Design pipe_rca_flat, sky130hd; sources not shown.
Figure 1. Clock routing (run 1).
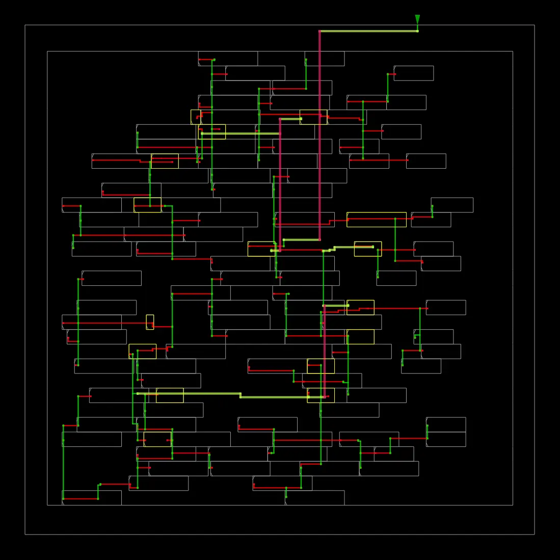
Sink Count: 96
P_clk: 1.37 mW

Figure 2. Metal layers overlaid (run 1).
Drawn at 3 px/um.
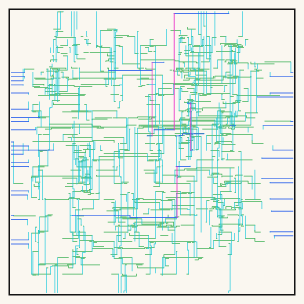
met1: in green, wire length 2220 um. met3: in blue, wire length 316 um. met2: in cyan, wire length 2400 um. met4: in magenta, wire length 95.9 um.
overall fraction of global-route tracks in use: 11.8%
count of vias placed by the detailed router: 1903
DRT Wirelength: 5.03 mm
Routed WL per cell: 12.0 um

Figure 3. Local utilization (run 1).
Drawn at 4 px/um. 9 x 9 tiles, from black (low) to pale yellow (high), 0 to 100% covered.
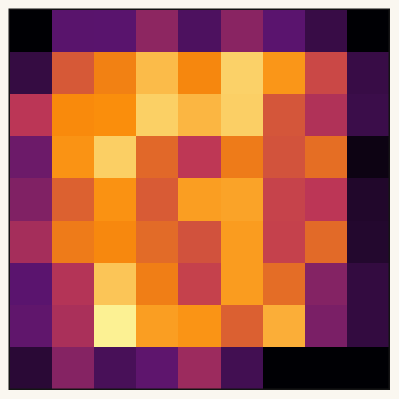
The fullest tile reaches 97%. The mean over all tiles is 49%. 6.2% of the tiles are nearly empty. 24% of the tiles are over 75% full. The emptiest ninth of the die: lower right.
fin util: 62.2%
Core Footprint: 0.00729 mm^2
Initial Util: 49.4%

==> flow_metrics.env, run 1 <==
# source this file to load flow results
export IMPL_globalplace_congestion=0.785
export IMPL_ys_sh_mux_pct=0
export IMPL_cell_at_the_root_of_the_clock_tree="sky130_fd_sc_hd__clkbuf_8"
export IMPL_die_y_um=94.6
export IMPL_synthMostInstantiatedCell="sky130_fd_sc_hd__edfxtp_1"
export IMPL_dieWidth_um=94.6
export IMPL_power_static_leakage_nw=1.78
export IMPL_instances_no_fill=419
export IMPL_numSynthFlops=96
export IMPL_sort_of_element_at_the_end_of_the_critical_path="primary output"
export IMPL_power_density_cells_mw_per_mm2=975
export IMPL_post_route_cells_drive_above_1_share_pct=8.75
export IMPL_post_synth_main_logic_family="adder cells"
export IMPL_dp_worst_setup_slack_ps=-867
export IMPL_stage_log_warnings=26
export IMPL_yosys_stat_seqShare_pct=74.2
export IMPL_synthesis_instances=247
export IMPL_io_pins=56
export IMPL_numCtsBuffers=9
export IMPL_critPathKind="in -> out"
export IMPL_ant_nets=0
export IMPL_power_ir_vdd_worst_mv=0.569
export IMPL_finalCritPeriodShare_pct=94.1
export IMPL_insertedDiodeCount=0
export IMPL_grt_first_pass_wirelength_mm=8.01
export IMPL_die_area_mm2=0.00896
export IMPL_grt_pass1_vias=1885
export IMPL_place_detailed_hpwl_mm=3.33
export IMPL_worst_r2r_path_depth=6
export IMPL_slew_viol_final=0
export IMPL_syn_cell_area_mm2=0.00360
export IMPL_synth_simple_gate_area_share_pct=7.64
export IMPL_number_of_enable_flip_flop_cells=75
export IMPL_tightest_slew_ps=506
export IMPL_crit_path_slowest_cell="sky130_fd_sc_hd__clkdlybuf4s50_1"
export IMPL_global_routing_usage_on_met3_pct=4.22
export IMPL_netlist_top_cell_by_area="sky130_fd_sc_hd__edfxtp_1"
export IMPL_outcome="complete, no violations"
export IMPL_htreeDepth=3
export IMPL_drv_cap=0
export IMPL_number_of_antenna_violations_at_the_first_check_in_global_routing=0
export IMPL_area_growth_syn_to_layout_pct=25.9
export IMPL_report_final_setup_viol=0
export IMPL_async_flop_share_pct=0
export IMPL_number_of_optimization_iterations_in_the_first_detailed_route_pass=4
export IMPL_crit_path_start_kind="primary input"
export IMPL_route_detailed_drc=0
export IMPL_ctsLongestPathBuffers=2
export IMPL_synthesis_nets=304
export IMPL_port_buffers=55
export IMPL_synth_xor_xnor_area_share_pct=1.46
export IMPL_post_cts_hold_buffer_count=0
export IMPL_design_final_nets=372
export IMPL_grt_overflow=0
export IMPL_cts_clk_slew_worst_paths_ps=80
export IMPL_yosys_stat_area_mm2=0.00360
export IMPL_hp_class="reg -> reg"
export IMPL_number_of_vias_per_cell=4.54
export IMPL_placedCellCount=401
export IMPL_total_power_mw=4.42
export IMPL_yosysWarnings=0
export IMPL_grt_most_used_layer="met2"
export IMPL_number_of_distinct_library_cells_after_synthesis=21
export IMPL_grt_use_met2_pct=19.4
export IMPL_timing_critical_path_cells="clkdlybuf4s50_1 -> inv_2 -> nand2_8 -> clkdlybuf4s15_2"
export IMPL_period_needed_ps=1790
export IMPL_setup_reg_to_reg_worst_slack_ps=210
export IMPL_worst_skew_pair_late_latency_ps=340
export IMPL_rsz0062_at_grt="no"
export IMPL_yosysCellCount=247
export IMPL_synth_top_area_share_pct=62.5
export IMPL_worstPathMaxFanout=20
export IMPL_cts_tree="done"
export IMPL_timing_critical_path_arrival_ps=1500
export IMPL_drt_iter0_drc=101
export IMPL_global_route_usage_met1_pct=13.8
export IMPL_post_synth_fa_ha_maj_area_fraction_pct=8.61
export IMPL_finalHoldViolCount=0
export IMPL_fmax_ghz=0.559
export IMPL_placementRows=31
export IMPL_yosys_area_share_aoi_pct=4.58
export IMPL_cts_repair_timing_setup_buffer_count=0
export IMPL_critPathMaxStageDelay_ps=540
export IMPL_synth_area_per_cell_um2=14.6
export IMPL_synth_top_cells_by_count="sky130_fd_sc_hd__edfxtp_1, sky130_fd_sc_hd__nor2_1, sky130_fd_sc_hd__inv_1"
export IMPL_post_synth_main_area_contributors="sky130_fd_sc_hd__edfxtp_1, sky130_fd_sc_hd__dfxtp_1, sky130_fd_sc_hd__fa_1"
export IMPL_maxSlewHeadroom_pct=66.3
export IMPL_synth_top_flop_cell="sky130_fd_sc_hd__edfxtp_1"
export IMPL_required_ps=1620
==> run 1: cells in the final DEF, fill, tap and decap left out, drive strengths merged <==
cell | netlist | layout
inv | 27 | 27
edfxtp | 75 | 75
fa | 8 | 8
xnor2 | 4 | 4
nand3 | 6 | 6
nor3 | 1 | 1
clkdlybuf4s50 | 0 | 53
nand2 | 17 | 19
clkinv | 0 | 1
a21oi | 11 | 11
xor2 | 2 | 2
buf | 2 | 2
bufinv | 0 | 1
o21ai | 22 | 22
dfxtp | 21 | 21
ha | 12 | 12
dlygate4sd2 | 0 | 1
nor2 | 38 | 38
clkdlybuf4s15 | 0 | 1
clkbuf | 1 | 15
==> run 1: per-layer routing <==
metal,vias up,routed length [um]
met5,-,0
met4,0,95
met3,9,315
met2,50,2400
met1,859,2220
li1,985,-
==> run 1: layout make-up <==
cell class	count	area, um^2
clock buffers	14	183
well taps	99	124
repair buffers	55	551
fillers	560	2760
clock inverters	2	35.0
inverters	27	101
plain buffers	3	26.3
multi-input cells	123	842
flip-flops and latches	96	2670
==> run 1: what timing repair did <==
action                     CTS  global route
pin swaps                    1             0
cloned                       1             1
resized                      5             2
setup endpoints to repair    7             2
==> run 1: critical path: cells and delay by family <==
family / cells / cell delay (ps)
buffers and inverters: 3 / 1010
and+or+nand+nor: 1 / 200
==> run 1: stage by stage <==
step	setup TNS (ps)	hold slack (ps)	area [um^2]
after detailed placement	-16440	405	4280
after CTS	0	414	4520
after global placement	-14390	401	4280
after floorplan	0	354	3610
final	0	414	4540
after global routing	0	425	4540
==> run 1: where the power goes <==
part | internal, mW | leakage [nW] | total [mW] | switching [mW]
clock | 0.751 | 0.113 | 1.37 | 0.620
combinational | 0.220 | 0.700 | 0.449 | 0.230
sequential | 2.53 | 0.965 | 2.60 | 0.0741
total | 3.50 | 1.78 | 4.42 | 0.924
==> inputs of run 2 (changes only) <==
- CTS_CLUSTER_SIZE: 14 -> 30
Figure 4. Local utilization (run 2).
Drawn at 4 px/um. 9 x 9 tiles, from black (low) to pale yellow (high), 0 to 100% covered.
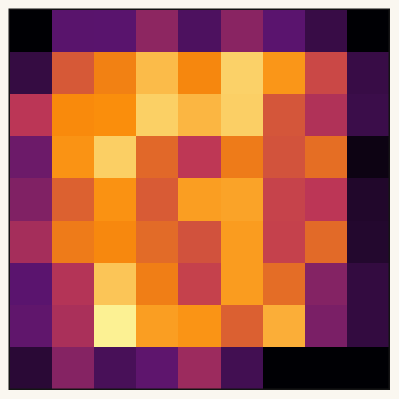
24% of the tiles are over 75% full. 6.2% of the tiles are nearly empty. The fullest tile reaches 97%.

Figure 5. I/O pins on the die edge (run 2).
Drawn at 4 px/um. Pins as bars across the die edge, other pins in grey.
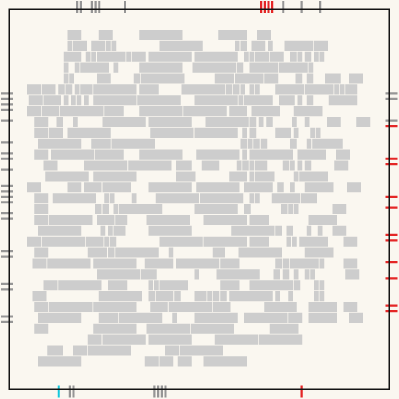
bus_sum: in red, pins 16, direction output, edge 11 right, 4 top, 1 bottom. bus_in_ready: in cyan, pins 1, direction output, edge bottom.
All pins by edge: 21 left, 14 right, 13 top, 8 bottom.
number of buffers added on ports: 55
Die X-Extent: 94.6 um
Die Span Y: 94.6 um

==> run 2 against run 1 <==
Against the previous run:
- die area unchanged
- register-to-register slack about the same
- maximum frequency unchanged
- non-clock buffer count unchanged
- global-route usage unchanged
- core utilization unchanged
- combinational power about the same
- count of clock-buffer cells in the layout unchanged
- wire length unchanged
- largest cell class unchanged
- largest power group unchanged
- highest routed layer unchanged
==> flow_metrics.env, run 2 <==
# source this file to load flow results
export IMPL_number_of_optimization_iterations_in_the_first_detailed_route_pass=4
export IMPL_globalplace_congestion=0.785
export IMPL_critPathKind="in -> out"
export IMPL_ctsLongestPathBuffers=2
export IMPL_layout_cells_most_common="sky130_fd_sc_hd__edfxtp_1"
export IMPL_vias=1903
export IMPL_final_standard_cell_area_without_fillers_mm2=0.00454
export IMPL_finalHoldViolCount=0
export IMPL_crit_path_start_kind="primary input"
export IMPL_synth_top_cells_by_count="sky130_fd_sc_hd__edfxtp_1, sky130_fd_sc_hd__nor2_1, sky130_fd_sc_hd__inv_1"
export IMPL_insertedDiodeCount=0
export IMPL_async_flop_share_pct=0
export IMPL_synth_top_area_share_pct=62.5
export IMPL_synth_area_per_cell_um2=14.6
export IMPL_portion_of_total_power_attributed_to_combinational_logic_pct=10.2
export IMPL_drt_iter0_drc=101
export IMPL_fp_util_pct=49.4
export IMPL_cts_sinks=96
export IMPL_power_density_cells_mw_per_mm2=975
export IMPL_grt_overflow=0
export IMPL_synthesis_nets=304
export IMPL_route_detailed_drc=0
export IMPL_netlist_top_cell_by_area="sky130_fd_sc_hd__edfxtp_1"
export IMPL_ys_sh_mux_pct=0
export IMPL_cts_tree="done"
export IMPL_power_static_leakage_nw=1.78
export IMPL_post_synth_main_logic_family="adder cells"
export IMPL_number_of_enable_flip_flop_cells=75
export IMPL_postLayoutCoreUtil_pct=62.2
export IMPL_outcome="complete, no violations"
export IMPL_synth_xor_xnor_area_share_pct=1.46
export IMPL_place_detailed_hpwl_mm=3.33
export IMPL_fillers=560
export IMPL_yosys_area_share_aoi_pct=4.58
export IMPL_design_final_nets=372
export IMPL_groute_usage_overall_pct=11.8
export IMPL_synthMostInstantiatedCell="sky130_fd_sc_hd__edfxtp_1"
export IMPL_rsz0062_at_grt="no"
export IMPL_total_power_mw=4.42
export IMPL_yosysWarnings=0
export IMPL_synthesis_instances=247
export IMPL_numSynthFlops=96
export IMPL_sort_of_element_at_the_end_of_the_critical_path="primary output"
export IMPL_ant_nets=0
export IMPL_grt_pass1_vias=1885
export IMPL_power_ir_vdd_worst_mv=0.569
export IMPL_routed_wire_length_per_instance_um=12.0
export IMPL_hp_class="reg -> reg"
export IMPL_yosys_stat_area_mm2=0.00360
export IMPL_synth_top_flop_cell="sky130_fd_sc_hd__edfxtp_1"
export IMPL_numCtsBuffers=9
export IMPL_fmax_ghz=0.559
export IMPL_timing_critical_path_arrival_ps=1500
export IMPL_yosysCellCount=247
export IMPL_die_area_mm2=0.00896
export IMPL_routed_wl_mm=5.03
export IMPL_number_of_vias_per_cell=4.54
export IMPL_cell_at_the_root_of_the_clock_tree="sky130_fd_sc_hd__clkbuf_8"
export IMPL_core_mm2=0.00729
export IMPL_post_synth_fa_ha_maj_area_fraction_pct=8.61
export IMPL_power_share_sequential_pct=58.8
export IMPL_number_of_antenna_violations_at_the_first_check_in_global_routing=0
export IMPL_io_pins=56
export IMPL_worstPathMaxFanout=20
[run 2: worst max-delay path, cell delays in order]
cell	delay, ps
sky130_fd_sc_hd__clkdlybuf4s50_1	540
sky130_fd_sc_hd__inv_2	140
sky130_fd_sc_hd__nand2_8	200
sky130_fd_sc_hd__clkdlybuf4s15_2	330
[run 2: power by group through the flow]
stage / Clock (mW) / Sequential [mW] / Combinational [mW]
2_1_floorplan: 0 / 2.67 / 0.234
3_3_place_gp: 0 / 2.64 / 0.434
3_5_place_dp: 0 / 2.65 / 0.449
4_1_cts: 1.41 / 2.60 / 0.455
5_1_grt: 1.49 / 2.62 / 0.514
6_report: 1.37 / 2.60 / 0.449
[run 2: repair_timing]
item,4_1_cts,5_1_grt
cloned,1,1
pin swaps,1,0
hold buffers,0,0
setup buffers,0,0
resized,5,2
endpoints found under the setup margin,7,2
[run 2: through the flow]
| stage | TNS (ps) | worst slack [ps] | hold WS [ps] | instances |
|---|---|---|---|---|
| floorplan | 0 | 229 | 354 | 247 |
| global placement | -14390 | -846 | 401 | 401 |
| detailed placement | -16440 | -867 | 405 | 401 |
| CTS | 0 | 9.86 | 414 | 418 |
| global route | 0 | 53.7 | 425 | 419 |
| finish | 0 | 112 | 414 | 419 |
[run 2: cell type report]
cell class | instances | area [um^2] | area share, %
buffer | 3 | 26.3 | 0.579
clock buffer | 14 | 183 | 4.03
clock inverter | 2 | 35.0 | 0.772
inverter | 27 | 101 | 2.23
multi-input combinational | 123 | 842 | 18.6
sequential | 96 | 2670 | 59.0
tap | 99 | 124 | 2.73
timing repair buffer | 55 | 551 | 12.1
[run 2: layer usage]
metal  track usage (%)  vias to the layer above  routed length (um)
li1                  -                      985                   -
met1              13.8                      859                2220
met2              19.4                       50                2400
met3              4.22                        9                 315
met4              5.89                        0                  95
met5                 0                        -                   0
No activity file was given, so power comes from the tool's default toggle rates.
